### src/rtl/pipeline_collect.sv
// Collects one payload per channel into per-channel slots and presents the complete set downstream.
// Optional macro PIPELINE_COLLECT_BYPASS_EN lets slots refill during the cycle the set is consumed.
module pipeline_collect #(
    parameter int N  = 2,
    parameter int DW = 32
) (
    input  logic          clk,
    input  logic          rst,
    input  logic          i_valid [N],
    output logic          i_ready [N],
    input  logic [DW-1:0] i_data  [N],
    output logic          o_valid,
    input  logic          o_ready,
    output logic [DW-1:0] o_data  [N]
);

    logic [N-1:0]  full;
    logic [DW-1:0] slot_data [N];
    logic [N-1:0]  i_fire;
    logic          o_fire;

    // o_valid comes from slot flags only, so no input valid can reach it combinationally.
    assign o_valid = &full;
    assign o_fire  = o_valid && o_ready;

    always_comb begin
        for (int i = 0; i < N; i++) begin
`ifdef PIPELINE_COLLECT_BYPASS_EN
            i_ready[i] = !full[i] || o_fire;
`else
            i_ready[i] = !full[i];
`endif
            i_fire[i] = i_valid[i] && i_ready[i];
            o_data[i] = slot_data[i];
        end
    end

    // NOTE: payload registers are reset too, because o_data must read zero right after reset.
    always_ff @(posedge clk) begin
        if (rst) begin
            full <= '0;
            for (int i = 0; i < N; i++) slot_data[i] <= '0;
        end else begin
            for (int i = 0; i < N; i++) begin
                if (i_fire[i]) begin
                    slot_data[i] <= i_data[i];
                    full[i]      <= 1'b1;
                end else if (o_fire) begin
                    full[i]      <= 1'b0;
                end
            end
        end
    end

endmodule

### config.mk
export PLATFORM = sky130hd
export DESIGN_NAME = pipeline_collect
export DESIGN_NICKNAME = d
export VERILOG_FILES = /design/src/rtl/pipeline_collect.sv
export SDC_FILE = /design/constraint.sdc
export NUM_CORES = 1
export LEC_CHECK = 0
export ABC_AREA = 0
export CORE_ASPECT_RATIO = 1.1
export CORE_MARGIN = 2
export CORE_UTILIZATION = 42
export CTS_CLUSTER_SIZE = 30
export DETAILED_ROUTE_END_ITERATION = 12
export HOLD_SLACK_MARGIN = 0.05
export PLACE_DENSITY = 0.8
export SYNTH_ARGS = -nofsm -noshare
export SYNTH_HDL_FRONTEND = slang
export SYNTH_SLANG_ARGS = --single-unit
### constraint.sdc
create_clock -name clk -period 2.4 [get_ports clk]
set_clock_uncertainty 0.2 [all_clocks]
set_input_delay 0.24 -clock clk [delete_from_list [all_inputs] [get_ports clk]]
set_output_delay 0.24 -clock clk [all_outputs]
set_load 0.05 [all_outputs]
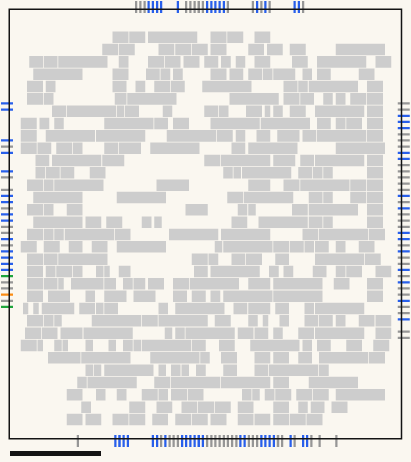
*Ports around the boundary, run 1*
Scale bar: 20 um. Pins as bars across the die edge, other pins in gray.
orange -> o_ready  # pins 1, direction input, edge left
green -> i_ready  # pins 2, direction output, edge left
blue -> i_data  # pins 64, direction input, edge 22 bottom, 14 top, 14 left, 14 right
all pins by edge = 44 bottom, 38 right, 27 top, 27 left
Port Buffers: 135
Die X: 86.2 um

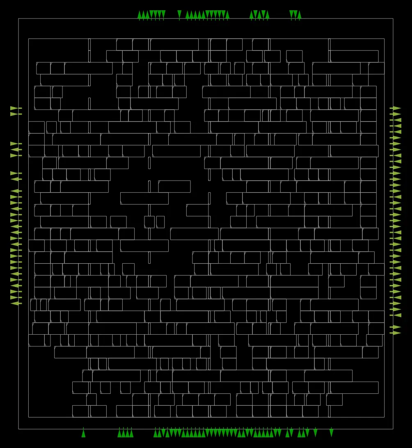
*Placed standard cells, run 1*
final core utilization: 0.655
fill count: 544

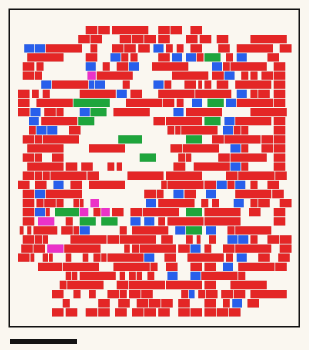
*Drive-strength map, run 1*
Scale bar: 20 um.
green -> _6 and larger  # cells 14
red -> _0 and _1 cells  # cells 290
blue -> _2 cells  # cells 53
magenta -> _3 and _4 cells  # cells 6

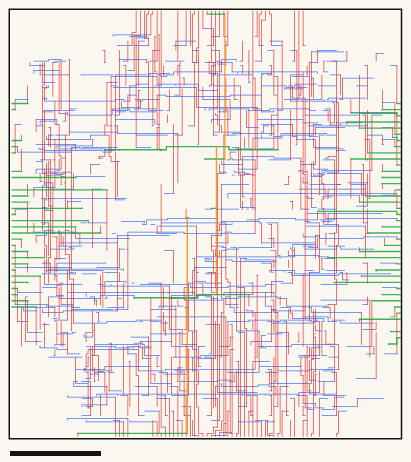
*Routed metal, one color a layer, run 1*
Scale bar: 20 um.
blue -> metal 1  # wire length 2760 um
green -> metal 3  # wire length 462 um
orange -> metal 4  # wire length 112 um
red -> metal 2  # wire length 3670 um
final wirelength: 7000 um
GRT Overall Usage: 0.174
Routed wire per std cell: 15.6 um
routed vias: 2182

==> flow_summary.ini, run 1 <==
; flow metrics
[power_and_ir_drop]
seq_power_share = 0.438
p_sw_uw = 977
ir_worst_vdd_mv = 0.478
pwr-share-comb = 0.271
p_sw_frac = 0.304
total_power_mw = 3.21
p_leak_nw = 1.65
clkPwrFrac = 0.291
p_per_area_nw_per_um2 = 688
power.internal_mw = 2.23

[clock_network]
cts_tree = yes
worstSkewPairLatency_ns = 0.33
hold_buffers = 0
path_clk_slew_ns = 0.06
htreeDepth = 3
cts_resized = 0
cts_setup_buffers = 0
cts_made_buffers = 9
numClockSinks = 66

[setup_path]
cp.required_ns = 1.96
worst_path_max_delay_cell = clkdlybuf4s50_1
cp-start-kind = flop
critPathKind = reg -> out
crit_path_end_kind = output pin
cpPeakStageDelay_ns = 0.80
path_max_fanout = 4
worstPathCellList = inv_1, nor2_1, clkdlybuf4s50_1

[die]
std_cell_rows = 32
pin_count = 136
dieArea_sq_um = 8140
fp_util = 0.438
coreArea_sq_um = 7130

[final_layout]
drive_gt1_frac = 0.201
area_delta_synth_final_pct = 49.6
fin_nets = 427
stdcell_count = 448
design_area_sq_um = 4670
final-seq-area_sq_um = 1960
lay_top_cells = clkdlybuf4s50_1, nand2b_1, edfxtp_1

[final_timing]
timing.final.crit_share = 0.875
fmax_ghz = 0.476
rsz0062_at_grt = no
period_minus_slack_ns = 2.10
finalSetupViolCount = 0
finalMaxSlewViolations = 0
relSlewSlack = 0.590
setup_tns_ns = 0

[detailed_routing]
firstDrtPassIters = 6
drt-initial-drc-count = 87
antenna_left = 0
vias_per_cell = 4.87
drc_errors = 0

[synthesis]
adder_share = 0
logic_family = AND-OR/OR-AND gates
ys_cells = 227
ys_seq_frac = 0.629
top_cell_area_share = 0.616
yosysTopAreaCell = edfxtp_1
synth-seq-cells = 66
yosys_area_sq_um = 3120
ys_sh_aoi = 0.163
synth.cell_area_sq_um = 3120
area_leaders = edfxtp_1, a21oi_2, nand2b_1
synth-xor-area-share = 0
syn_area_per_cell_sq_um = 13.7
fp_nets = 296
ys_types = 13
ys_warn_count = 0

[worst_hold_path]
hold_class = in -> reg

[grt]
grt_overflow = 0
grt_max_degree = 65
antenna_found_initial = 0
grt_pass1_wl_um = 10700

[placed_design]
post_dp_cell_area_sq_um = 4470
gp_congestion = 0.710
post-dp-hpwl_um = 4810

[outcome]
status = finished clean

[run]
warnings = 26
==> run 1: worst max-delay path, delay by kind of cell, from the launching register on <==
family        cells  cell delay, ns
buf+inv           2            0.87
flops             1            0.37
simple gates      1            0.10
==> run 1: final timing paths <==
check	start	endpoint	slack, ns	depth (start not counted)
min	rst	full[1]$_SDFFE_PP0P_	0.23	2
min reg2reg	full[1]$_SDFFE_PP0P_	full[1]$_SDFFE_PP0P_	0.32	2
max reg2reg	full[0]$_SDFFE_PP0P_	slot_data[0][52]$_SDFFCE_PN0P_	0.75	3
max	full[1]$_SDFFE_PP0P_	o_valid	0.30	3
==> run 1: cells by family after synthesis <==
kind of cell           after synthesis
buffers and inverters               23
AOI/OAI and AO/OA                   64
DFF                                 66
and+or+nand+nor                     74
==> run 1: power groups by stage <==
| stage | combinational, mW | clock, mW | sequential, mW |
|---|---|---|---|
| 6_report | 0.871 | 0.933 | 1.41 |
| 5_1_grt | 0.911 | 0.999 | 1.41 |
| 4_1_cts | 0.878 | 0.951 | 1.41 |
| 3_5_place_dp | 0.876 | 0 | 1.43 |
| 3_3_place_gp | 0.868 | 0 | 1.43 |
| 2_1_floorplan | 0.223 | 0 | 1.77 |
==> run 1: flip-flops by register name (all words and copies together), names as in the netlist <==
name,count
full,2
slot_data,64
==> run 1: through the flow <==
| step | setup slack [ns] | hold slack (ns) |
|---|---|---|
| finish | 0.300 | 0.233 |
| global route | 0.210 | 0.264 |
| CTS | 0.274 | 0.228 |
| detailed placement | 0.442 | 0.312 |
| global placement | 0.472 | 0.304 |
| floorplan | 0.468 | 0.202 |
==> run 1: metal layers <==
metal / part of all wire / vias to the layer above / GRT usage / wire length (um)
li1: - / 1059 / - / -
met1: 0.39 / 1041 / 0.196 / 2760
met4: 0.016 / 0 / 0.0677 / 112
met2: 0.52 / 75 / 0.310 / 3670
met5: 0 / - / 0 / 0
met3: 0.066 / 7 / 0.0516 / 461
==> run 1: area by class of cell <==
class                   count  area share
flip-flops and latches     66       0.420
repair buffers            141       0.303
multi-input cells         138       0.210
clock buffers              13      0.0340
well taps                  85      0.0228
clock inverters             3     0.00831
inverters                   2     0.00161
==> run 1: synthesized netlist by cell type <==
library cell	instances
nand2b_1	66
edfxtp_1	64
a21oi_2	50
a21oi_1	14
buf_6	12
buf_2	5
clkbuf_1	4
nor2_1	3
dfxtp_1	2
inv_1	2
nand2b_4	2
nor3_1	2
and3_1	1
--- run 2 (diff from run 1) ---
--- a/config.mk
+++ b/config.mk
@@ -6,13 +6,15 @@
 export NUM_CORES = 1
 export LEC_CHECK = 0
 export ABC_AREA = 0
+export CELL_PAD_IN_SITES_DETAIL_PLACEMENT = 1
+export CELL_PAD_IN_SITES_GLOBAL_PLACEMENT = 1
 export CORE_ASPECT_RATIO = 1.1
 export CORE_MARGIN = 2
-export CORE_UTILIZATION = 42
+export CORE_UTILIZATION = 33
 export CTS_CLUSTER_SIZE = 30
 export DETAILED_ROUTE_END_ITERATION = 12
 export HOLD_SLACK_MARGIN = 0.05
-export PLACE_DENSITY = 0.8
+export PLACE_DENSITY_LB_ADDON = 0.1
 export SYNTH_ARGS = -nofsm -noshare
 export SYNTH_HDL_FRONTEND = slang
 export SYNTH_SLANG_ARGS = --single-unit
==> run 2 against run 1 <==
Sequential power about the same. Sequential share of layout area down 0.60 points. First-iteration DRC count down 24%. Power down 0.73%.
==> flow_summary.ini, run 2 <==
; flow metrics
[detailed_routing]
drt-initial-drc-count = 66
antenna_left = 0
firstDrtPassIters = 4
drc_errors = 0
vias_per_cell = 4.51

[final_layout]
area_delta_synth_final_pct = 51.8
fin_nets = 432
design_area_sq_um = 4740
reg_top3 = slot_data x64, full x2
largest_register_ffs = 64
regMostFlops = slot_data

[power_and_ir_drop]
ir_worst_vdd_mv = 0.273
total_power_mw = 3.19
p_per_area_nw_per_um2 = 673

[synthesis]
top_cell_area_share = 0.616
fp_nets = 296
syn_area_per_cell_sq_um = 13.7
edf_count = 64
yosys_area_sq_um = 3120
top_cell = nand2b_1
ys_seq_frac = 0.629
ys_cells = 227
async_flop_share = 0
ys_warn_count = 0
ys_types = 13

[die]
dieArea_sq_um = 10300
pin_count = 136
coreArea_sq_um = 9260
die_w_um = 96.7
fp_util = 0.337

[outcome]
status = finished clean

[grt]
top_usage_layer = met2
grtUsageMet1 = 0.190
grt_pass1_wl_um = 12500
grt_max_degree = 33
use_met2 = 0.258
grt_use_met3 = 0.0664

[final_timing]
fmax_ghz = 0.473
holdWs_ns = 0.341
finalSetupViolCount = 0
timing.final.crit_share = 0.881
period_minus_slack_ns = 2.12
relSlewSlack = 0.629
setup_tns_ns = 0
rsz0062_at_grt = no
finalMaxSlewViolations = 0

[clock_network]
cts_resized = 0
hold_buffers = 1
path_clk_slew_ns = 0.07
cts_setup_buffers = 0
cts_tree = yes
htreeDepth = 3

[setup_path]
worstSetupStartpoint = full[1]$_SDFFE_PP0P_
timing.rr.start = full[0]$_SDFFE_PP0P_
cp-start-kind = flop
crit_path_end = o_valid
reg2reg_depth = 3
rrSetupSlack_ns = 0.77
cp.required_ns = 1.96
critPathKind = reg -> out
regToRegEndpoint = slot_data[0][51]$_SDFFCE_PN0P_
crit_path_end_kind = output pin

[worst_hold_path]
hold_class = reg -> reg

[placed_design]
pre_cts_ws_ns = 0.444
numPortBuffers = 135
post-dp-hpwl_um = 5500
gp_congestion = 0.723
[run 2: cell counts after synthesis]
No cell type changed its count.
[run 2: worst min-delay path by stage]
stage                    startpoint                             end  slack, ns  cells past startpoint
3_3_place_gp                    rst            full[1]$_SDFFE_PP0P_       0.30                      2
3_5_place_dp                    rst            full[1]$_SDFFE_PP0P_       0.32                      2
5_1_grt                  i_data[31]  slot_data[0][63]$_SDFFCE_PN0P_       0.35                      3
6_report       full[0]$_SDFFE_PP0P_            full[0]$_SDFFE_PP0P_       0.34                      2
2_1_floorplan            i_valid[1]            full[0]$_SDFFE_PP0P_       0.20                      2
4_1_cts        full[0]$_SDFFE_PP0P_            full[0]$_SDFFE_PP0P_       0.34                      2
[run 2: cell type report]
| cell class | count | area (sq um) |
|---|---|---|
| clock inverter | 6 | 57.6 |
| multi-input combinational | 138 | 978 |
| clock buffer | 10 | 128 |
| sequential | 66 | 1960 |
| tap | 117 | 146 |
| timing repair buffer | 146 | 1460 |
| fill | 979 | 4520 |
| inverter | 2 | 7.51 |
[run 2: per-layer routing]
metal	vias to the layer above	wire, um	part of all wire
met5	-	0	0
met4	0	37	0.0047
met3	2	570	0.073
met2	71	4040	0.52
met1	1045	3190	0.41
li1	1068	-	-
[run 2: through the flow]
stage,cells,util
after floorplan,227,-
after global placement,468,0.490
after detailed placement,468,0.490
after CTS,485,0.511
after global routing,485,0.511
final,485,0.511
[run 2: critical path, cell delays in order (launching register included)]
cell and delay [ns]:
dfxtp_1 0.37, inv_1 0.07, nor2_1 0.09, clkdlybuf4s50_1 0.81
[run 2: report_power, final]
group	total [mW]	switching, mW	internal (mW)
logic	0.886	0.556	0.330
registers	1.41	0.0296	1.38
clock network	0.896	0.424	0.471
[run 2: cell families after synthesis]
kind of cell,after synthesis,synth area share
AND-OR/OR-AND,64,0.163
buffers and inverters,23,0.0585
flip-flops,66,0.629
AND/OR/NAND/NOR,74,0.150
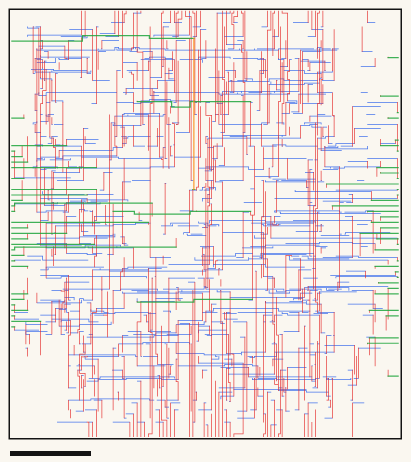
*Routed metal, one color a layer, run 2*
Scale bar: 20 um.
blue -> metal 1  # wire length 3190 um
red -> metal 2  # wire length 4040 um
green -> metal 3  # wire length 570 um
orange -> metal 4  # wire length 37.4 um
Routed wire per std cell: 16.2 um
GRT Overall Usage: 0.157
final wirelength: 7840 um
routed vias: 2186

--- run 3 (diff from run 2) ---
--- a/config.mk
+++ b/config.mk
@@ -6,11 +6,11 @@
 export NUM_CORES = 1
 export LEC_CHECK = 0
 export ABC_AREA = 0
-export CELL_PAD_IN_SITES_DETAIL_PLACEMENT = 1
-export CELL_PAD_IN_SITES_GLOBAL_PLACEMENT = 1
+export CELL_PAD_IN_SITES_DETAIL_PLACEMENT = 2
+export CELL_PAD_IN_SITES_GLOBAL_PLACEMENT = 2
 export CORE_ASPECT_RATIO = 1.1
 export CORE_MARGIN = 2
-export CORE_UTILIZATION = 33
+export CORE_UTILIZATION = 27
 export CTS_CLUSTER_SIZE = 30
 export DETAILED_ROUTE_END_ITERATION = 12
 export HOLD_SLACK_MARGIN = 0.05
==> run 3 against run 2 <==
Flip-flop count stayed put. Core utilization is 8.3 points lower. Die area is 21% higher. Final area is 3.0% higher. Clock-buffer cell count is 1 higher. Via count is 2.0% higher. Critical path type unchanged. Critical endpoint unchanged. Largest power group unchanged. Highest routed layer unchanged.
==> flow_summary.ini, run 3 <==
; flow metrics
[die]
pin_count = 136
dieArea_sq_um = 12400
die_h_um = 117
coreArea_sq_um = 11400
die_w_um = 107
fp_util = 0.274
std_cell_rows = 41

[detailed_routing]
routedWlPerCell_um = 16.2
antenna_left = 0
firstDrtPassIters = 4
drt-initial-drc-count = 73
vias_per_cell = 4.33
dr_total_vias = 2230
routed_wl_um = 8350
drc_errors = 0

[final_timing]
finalSetupViolCount = 0
finalMaxSlewViolations = 0
max_slew.worst_pin.slew_ns = 0.558
timing.final.crit_share = 0.888
relSlewSlack = 0.627
setup_tns_ns = 0
rsz0062_at_grt = no
fmax_ghz = 0.469
period_minus_slack_ns = 2.13

[placed_design]
gp_congestion = 0.730
numPortBuffers = 135
post-dp-hpwl_um = 5890

[clock_network]
htreeDepth = 3
cts_tree = yes
hold_buffers = 0
cts_made_buffers = 9
cts_setup_buffers = 0
path_clk_slew_ns = 0.05
worstSkewPairLatency_ns = 0.32
cts_resized = 0

[synthesis]
synth.cell_area_sq_um = 3120
top_cell = nand2b_1
area_leaders = edfxtp_1, a21oi_2, nand2b_1
ys_warn_count = 0
ys_cells = 227
top_cell_area_share = 0.616
async_flop_share = 0
fp_nets = 296
yosys_area_sq_um = 3120
ys_types = 13
edf_count = 64
synth-main-ff-cell = edfxtp_1
syn_area_per_cell_sq_um = 13.7
ys_seq_frac = 0.629
synth_cells = 227

[grt]
use_met2 = 0.241
grt_use_met3 = 0.0519
grt_pass1_vias = 2444
grt_usage = 0.137
grt_pass1_wl_um = 12800
grt_max_degree = 49
top_usage_layer = met2
grtUsageMet1 = 0.149

[power_and_ir_drop]
p_leak_nw = 1.71
p_per_area_nw_per_um2 = 724
pwr-share-comb = 0.253
seq_power_share = 0.400
ir_worst_vdd_mv = 0.299
power.internal_mw = 2.50
p_sw_mw = 1.03
clkPwrFrac = 0.347
p_sw_frac = 0.291

[final_layout]
drive_gt1_frac = 0.208
final_util = 0.428
reg_top3 = slot_data x64, full x2
fin_nets = 430
largest_register_ffs = 64
regMostFlops = slot_data

[setup_path]
worstPathCellList = inv_1, nor2_1, clkdlybuf4s50_1
crit_path_end_kind = output pin
cpLargestDelayFamily = buffers and inverters
cp-start-kind = flop
timing.rr.start = full[1]$_SDFFE_PP0P_
rrSetupSlack_ns = 0.88
path_buffers = 2
cp.required_ns = 1.96
worstSetupStartpoint = full[1]$_SDFFE_PP0P_
cpPeakStageDelay_ns = 0.81
worst_path_max_delay_cell = clkdlybuf4s50_1
critPathKind = reg -> out

[worst_hold_path]
hold_class = reg -> reg
hold_start = full[0]$_SDFFE_PP0P_

[outcome]
status = finished clean
[run 3: final timing paths]
path,cells after the start,end
max,3,o_valid
min,2,full[0]$_SDFFE_PP0P_
max reg2reg,3,slot_data[0][48]$_SDFFCE_PN0P_
min reg2reg,2,full[0]$_SDFFE_PP0P_
[run 3: power by group through the flow]
stage,registers [mW],clock network (mW),logic (mW)
floorplan,1.77,0,0.223
global placement,1.43,0,0.895
detailed placement,1.44,0,0.903
CTS,1.42,1.26,0.906
global route,1.42,1.32,0.940
finish,1.41,1.23,0.893
[run 3: layout make-up]
| class | instances | area (sq um) |
|---|---|---|
| Sequential cell | 66 | 1960 |
| Clock inverter | 4 | 43.8 |
| Clock buffer | 11 | 233 |
| Inverter | 2 | 7.51 |
| Timing Repair Buffer | 144 | 1460 |
| Multi-Input combinational cell | 138 | 981 |
| Fill cell | 1189 | 6510 |
| Tap cell | 150 | 188 |
[run 3: tightest hold or removal path, cell delays in order, from the launching register on]
cell,delay (ns)
dfxtp_1,0.33
nor2_1,0.11
nor3_1,0.05
[run 3: routing by layer]
metal	vias up	share of wire
met4	0	0.012
li1	1068	-
met5	-	0
met1	1079	0.38
met3	8	0.081
met2	75	0.53
[run 3: cells by family (layout without fill, tap and decap cells)]
logic type	after synthesis	after routing	synth area share
buf+inv	23	161	0.0585
compound gates	64	64	0.163
simple gates	74	74	0.150
flops	66	66	0.629
[run 3: metrics by stage]
step                      worst slack [ns]  cell area (sq um)  hold WS [ns]  instances  total power [mW]
after floorplan                      0.468               3120         0.202        227              1.99
final                                0.268               4880         0.336        515              3.53
after global routing                 0.218               4880         0.365        515              3.68
after CTS                            0.251               4880         0.343        515              3.58
after global placement               0.530               4600         0.308        500              2.33
after detailed placement             0.480               4600         0.335        500              2.34
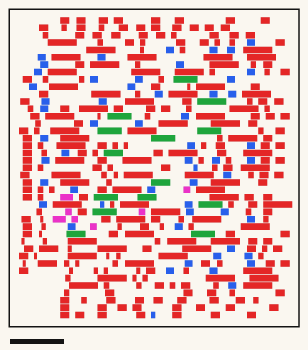
*Drive-strength map, run 3*
Scale bar: 20 um.
Buffers, non-clock: 144
final setup margin: 0.268 ns
design area: 4880 sq um
Layout area overhead: 56.3%


==> notes/layouts.md <==
Pictures saved along the way, in no particular order.

Signal wires on met3.
Scale bar: 20 um.
panel A
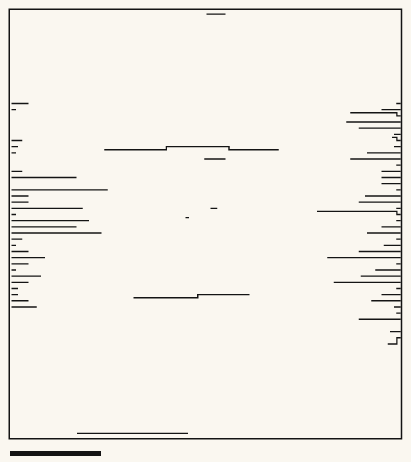
panel B
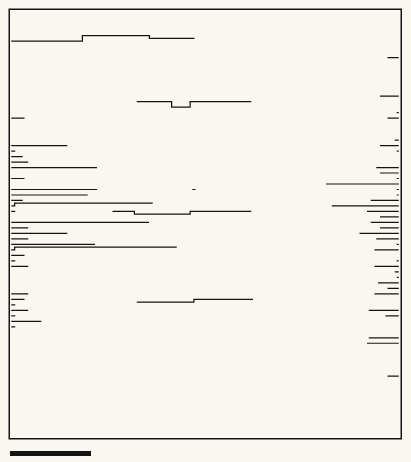
- largest die: panel B
- panel A = run 1
- panel B = run 2

Key to panel A:
main direction = horizontal
wire length on this layer = 462 um
nets with wire on the layer = 68

Power is estimated from default activity; no workload was simulated.
